### src/rtl/spi_pkg.sv
// Shared definitions for the SPI shift engine: FSM state encoding,
// default frame width and the clock-divider field width.
package spi_pkg;

    // Default frame length in bits (legal range 8..32)
    localparam int SPI_DATA_W_DEF = 32;

    // Width of the SCLK half-period select field
    localparam int SPI_DIV_W = 8;

    typedef enum logic [1:0] {
        ST_IDLE  = 2'd0,
        ST_SETUP = 2'd1,
        ST_SHIFT = 2'd2,
        ST_HOLD  = 2'd3
    } spi_state_e;

endpackage

### src/rtl/spi_clk_div.sv
// Half-period tick generator for the SPI shift engine.
// Emits a one-cycle tick every (div_i + 1) clk cycles; restart_i forces the
// count back to zero so the first half-period after an accepted Start is full.
module spi_clk_div
    import spi_pkg::*;
(
    input  logic                 clk,
    input  logic                 rstn,
    input  logic                 restart_i,
    input  logic [SPI_DIV_W-1:0] div_i,
    output logic                 tick_o
);

    logic [SPI_DIV_W-1:0] cnt_q;
    logic [SPI_DIV_W-1:0] cnt_d;

    assign tick_o = (cnt_q == div_i);

    // Next count: wrap on tick or on restart, otherwise increment
    always_comb begin
        cnt_d = cnt_q + SPI_DIV_W'(1);
        if (restart_i || tick_o) begin
            cnt_d = '0;
        end
    end

    // Counter register
    always_ff @(posedge clk or negedge rstn) begin
        if (!rstn) begin
            cnt_q <= '0;
        end else begin
            cnt_q <= cnt_d;
        end
    end

endmodule

### src/rtl/spi_shift_engine.sv
// SPI mode-0 master shift engine.
// Frame: SETUP (one half-period, sclk low, first bit on mosi), SHIFT (2*DATA_W
// half-periods, starting with the first rising edge, ending low), HOLD (one
// half-period, sclk low). DataOut is written at the HOLD->IDLE step.
// Build option: define SPI_LSB_FIRST_EN for LSB-first transmit and receive;
// by default frames are MSB first.
module spi_shift_engine
    import spi_pkg::*;
#(
    parameter int DATA_W = SPI_DATA_W_DEF
)
(
    input  logic                 clk,
    input  logic                 rstn,
    input  logic [SPI_DIV_W-1:0] ClockDiv,
    input  logic                 Start,
    input  logic [DATA_W-1:0]    DataIn,
    output logic                 Busy,
    output logic [DATA_W-1:0]    DataOut,
    output logic                 sclk,
    output logic                 mosi,
    input  logic                 miso,
    output logic                 csn
);

    localparam int CNT_W = $clog2(DATA_W + 1);

    spi_state_e           state_q, state_d;
    logic [SPI_DIV_W-1:0] div_q, div_d;
    logic [DATA_W-1:0]    tx_q, tx_d;
    logic [DATA_W-1:0]    rx_q, rx_d;
    logic [DATA_W-1:0]    dout_q, dout_d;
    logic                 sclk_q, sclk_d;
    logic [CNT_W-1:0]     bit_cnt_q, bit_cnt_d;

    logic                 tick;
    logic                 accept;
    logic                 all_bits_done;
    logic                 tx_bit;
    logic [DATA_W-1:0]    tx_shifted;
    logic [DATA_W-1:0]    rx_shifted;

    // A Start only counts in IDLE; while busy it is simply ignored
    assign accept        = (state_q == ST_IDLE) && Start;
    // bit_cnt counts falling edges; once all have occurred no further rise
    assign all_bits_done = (bit_cnt_q == CNT_W'(DATA_W));

`ifdef SPI_LSB_FIRST_EN
    assign tx_bit     = tx_q[0];
    assign tx_shifted = {1'b0, tx_q[DATA_W-1:1]};
    assign rx_shifted = {miso, rx_q[DATA_W-1:1]};
`else
    assign tx_bit     = tx_q[DATA_W-1];
    assign tx_shifted = {tx_q[DATA_W-2:0], 1'b0};
    assign rx_shifted = {rx_q[DATA_W-2:0], miso};
`endif

    // Half-period timing, re-aligned on every accepted Start
    spi_clk_div u_clk_div (
        .clk       (clk),
        .rstn      (rstn),
        .restart_i (accept),
        .div_i     (div_q),
        .tick_o    (tick)
    );

    // FSM state register
    always_ff @(posedge clk or negedge rstn) begin
        if (!rstn) begin
            state_q <= ST_IDLE;
        end else begin
            state_q <= state_d;
        end
    end

    // FSM next-state logic
    always_comb begin
        state_d = state_q;
        case (state_q)
            ST_IDLE:  if (Start) state_d = ST_SETUP;
            ST_SETUP: if (tick)  state_d = ST_SHIFT;
            ST_SHIFT: if (tick && !sclk_q && all_bits_done) state_d = ST_HOLD;
            ST_HOLD:  if (tick)  state_d = ST_IDLE;
            default:  state_d = ST_IDLE;
        endcase
    end

    // FSM outputs: chip select and busy span every non-idle state
    always_comb begin
        Busy = 1'b1;
        csn  = 1'b0;
        if (state_q == ST_IDLE) begin
            Busy = 1'b0;
            csn  = 1'b1;
        end
    end

    // Datapath next state: latch on accept, rise/sample and fall/shift on ticks
    always_comb begin
        div_d     = div_q;
        tx_d      = tx_q;
        rx_d      = rx_q;
        dout_d    = dout_q;
        sclk_d    = sclk_q;
        bit_cnt_d = bit_cnt_q;
        case (state_q)
            ST_IDLE: begin
                if (Start) begin
                    div_d     = ClockDiv;
                    tx_d      = DataIn;
                    bit_cnt_d = '0;
                    sclk_d    = 1'b0;
                end
            end
            ST_SETUP: begin
                // First rising edge coincides with entry into SHIFT
                if (tick) begin
                    sclk_d = 1'b1;
                    rx_d   = rx_shifted;
                end
            end
            ST_SHIFT: begin
                if (tick) begin
                    if (sclk_q) begin
                        sclk_d    = 1'b0;
                        tx_d      = tx_shifted;
                        bit_cnt_d = bit_cnt_q + CNT_W'(1);
                    end else if (!all_bits_done) begin
                        sclk_d = 1'b1;
                        rx_d   = rx_shifted;
                    end
                end
            end
            ST_HOLD: begin
                // Publish the word and return mosi to 0 for IDLE
                if (tick) begin
                    dout_d = rx_q;
                    tx_d   = '0;
                end
            end
            default: ;
        endcase
    end

    // Datapath registers
    always_ff @(posedge clk or negedge rstn) begin
        if (!rstn) begin
            div_q     <= '0;
            tx_q      <= '0;
            rx_q      <= '0;
            dout_q    <= '0;
            sclk_q    <= 1'b0;
            bit_cnt_q <= '0;
        end else begin
            div_q     <= div_d;
            tx_q      <= tx_d;
            rx_q      <= rx_d;
            dout_q    <= dout_d;
            sclk_q    <= sclk_d;
            bit_cnt_q <= bit_cnt_d;
        end
    end

    assign sclk    = sclk_q;
    assign mosi    = tx_bit;
    assign DataOut = dout_q;

endmodule

### config.mk
export PLATFORM = sky130hd
export DESIGN_NAME = spi_shift_engine
export DESIGN_NICKNAME = d
export VERILOG_FILES = /design/src/rtl/spi_pkg.sv /design/src/rtl/spi_clk_div.sv /design/src/rtl/spi_shift_engine.sv
export SDC_FILE = /design/constraint.sdc
export NUM_CORES = 1
export LEC_CHECK = 0
export ABC_AREA = 1
export ABC_CLOCK_PERIOD_IN_PS = 1500
export CAP_MARGIN = 20
export CORE_UTILIZATION = 30
export CTS_BUF_LIST = sky130_fd_sc_hd__clkbuf_4
export CTS_CLUSTER_DIAMETER = 200
export CTS_CLUSTER_SIZE = 28
export DETAILED_ROUTE_END_ITERATION = 12
export PLACE_DENSITY = 0.54
export SLEW_MARGIN = 15
export SYNTH_ARGS = -nofsm -noshare
export SYNTH_HDL_FRONTEND = slang
export SYNTH_SLANG_ARGS = --single-unit
### constraint.sdc
create_clock -name clk -period 1.5 [get_ports clk]
set_input_delay 0.375 -clock clk [delete_from_list [all_inputs] [get_ports clk]]
set_output_delay 0.375 -clock clk [all_outputs]
set_load 0.005 [all_outputs]
==> images/m1.png <==
Supply wires on this layer in gray.
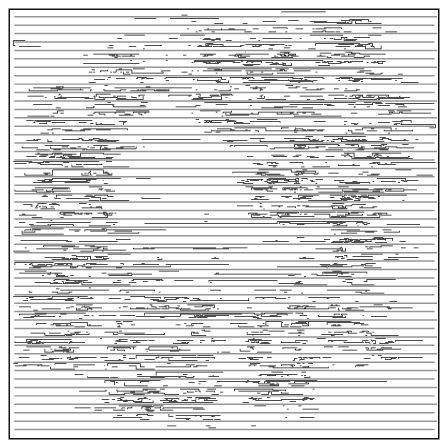
longest straight run: 48.8 um
wire length on this layer: 6610 um
main direction: horizontal
nets with wire on the layer: 758
share of all routed wire: 42%

==> images/m2.png <==
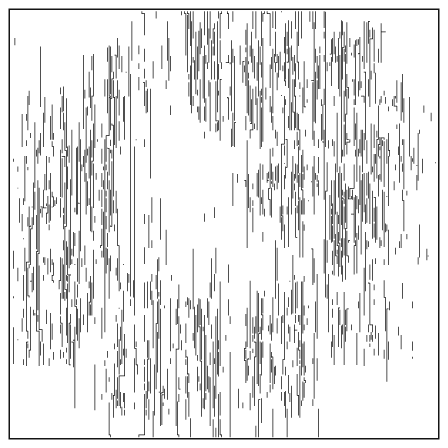
nets with wire on the layer: 721
longest straight run: 71.7 um
share of all routed wire: 53%
wire length on this layer: 8230 um
via count: 4704
met2 Resource Use GR: 29.30%

==> images/m3.png <==
Scale bar: 50 um. Cells faint in the background.
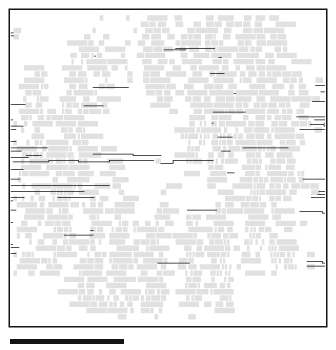
main direction: horizontal
longest straight run: 43.0 um
share of all routed wire: 3.4%
nets with wire on the layer: 44
M3 GR Usage: 3.845%
final wirelength: 15640 um

==> images/m4.png <==
Supply wires on this layer in gray. Cells faint in the background.
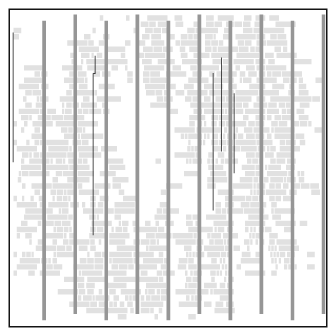
main direction: vertical
wire length on this layer: 271 um
nets with wire on the layer: 4

==> results.cfg <==
; generated from flow reports
[yosys]
top_logic_kind = AND-OR/OR-AND gates
ys_sh_xor_pct = 1.260
syn_nets = 611
common_cells = nand2_1 (147), dfrtp_1 (121), o21ai_2 (70)
edf_count = 0
yosys.area.top_type = dfrtp_1
ys_cells = 559
yosys.stat.seqShare_pct = 54.43
synth_cell_type_count = 29
synthCells = 559
yosysTopAreaCellShare_pct = 54.43

[sta]
setup-violations-final = 107
slew_viol_final = 0
max_freq_ghz = 0.5585
finalClockPeriodUsage_pct = 119.4
rsz0062_at_grt = yes
timing.final.ws_setup_ns = -0.2905

[final_layout]
fillers = 1584
final-instance-count-excl-fill = 1024
seq_cell_count = 121
comb_area_share_pct = 32.61
dominant_cells = logic gates
sh_seq_area_pct = 32.20
layout.nets = 833
final-nonclk-buf-share_pct = 26.59
lay_top_cells = dfrtp_1 (121), o21ai_2 (89), buf_4 (68)
diodes = 2
clock_buffers = 17
final-seq-area_um2 = 3028
lay_top_count = dfrtp_1
drive_above_1_share_pct = 59.14

[clock_tree]
cts_max_path_buffers = 2
root_buffer = clkbuf_4
clock-sinks = 121
clkLatencyLatePin_ns = 0.54
path_clk_slew_ns = 0.11

[die]
io_pins = 80
n_tap_cell = 229
core_um2 = 18090
die_width_um = 138.2
fp-utilization_pct = 30.76
die-area_um2 = 19090
rows = 49

[placement]
place_inst = 908
dp_hpwl_um = 8378

[worst_setup_path]
rrSetupSlack_ns = -0.27
r2r-start = state_q[0]
r2r-end = rx_q[27]
critical_path.startpoint_type = flip-flop
slowest_stage = dfrtp_1
slowest_delay_ns = 0.41
cp.required_ns = 1.12
crit_chain = inv_2 -> ha_4 -> inv_2 -> buf_6 -> buf_6

[global_routing]
grt_pass1_wl_um = 24640
antenna_found_initial = 1
grt_pass1_vias = 4966
track_usage_pct = 16.47

[status]
violations = DRC, setup timing
status = finished with violations

[power]
ir_drop_v = 0.0008613
leakagePower_uw = 0.004270

[detailed_routing]
drc_errors = 7
dr.pass1.iters = 10
drt_iter0_markers = 142
antenna_left = 0

[flow_run]
warning_count = 34
## flip-flops by register name, summed over array words and instances, names as in the netlist
signal	flops
rx_q	32
bit_cnt_q	6
u_clk_div.cnt_q	8
tx_q	32
div_q	8
sclk	1
DataOut	32
state_q	2
## power breakdown
part           leakage [uW]  total (uW)  switching, uW  internal [uW]
logic               0.00252        8580           4120           4460
registers           0.00161        4490            578           3920
clock network      0.000140        2490           1340           1150
total               0.00427       15600           6040           9530
## routing by layer
metal  up-vias  share of wire [%]  track usage [%]
met1      2318                 42            19.35
met4         0                1.7            6.032
met3        18                3.4            3.845
met2        70                 53            29.30
li1       2298                  -                -
met5         -                  0                0
## stage by stage
stage          hold slack (ns)  area (um2)  setup WS (ns)  utilization [%]
6_report                0.3016        9403        -0.2905            51.99
5_1_grt                 0.2655        9403        -0.4085            51.99
4_1_cts                 0.2559        8811        -0.3435            48.72
3_5_place_dp            0.3476        7053        -0.3719            39.00
3_3_place_gp            0.3430        7053        -0.3522            39.00
2_1_floorplan          0.07941        5568       -0.05639                -
## worst max path at each step
stage                     from  endpoint  slack [ns]  cells after the start
detailed placement       Start   tx_q[5]       -0.37                      9
global route        state_q[0]      Busy       -0.41                      5
floorplan           state_q[1]  tx_q[23]       -0.06                     11
global placement         Start  tx_q[30]       -0.35                      9
CTS                 state_q[0]      Busy       -0.34                      5
finish              state_q[0]      Busy       -0.29                      5
## repair_timing
item | 4_1_cts | 5_1_grt
endpoints found under the setup margin | 141 | 150
gates resized | 330 | 141
gates cloned | 23 | 2
hold buffers | 1 | 0
pin swaps | 24 | 39
buffers inserted | 48 | 21
endpoints found under the hold margin | 20 | 0
## worst max-delay path: cells and delay by family, from the launching register on
kind / cells / cell delay [ns]
adder cells (fa/ha/maj): 1 / 0.15
flip-flops: 1 / 0.41
buffers and inverters: 4 / 0.34
Power is estimated from default activity; no workload was simulated.
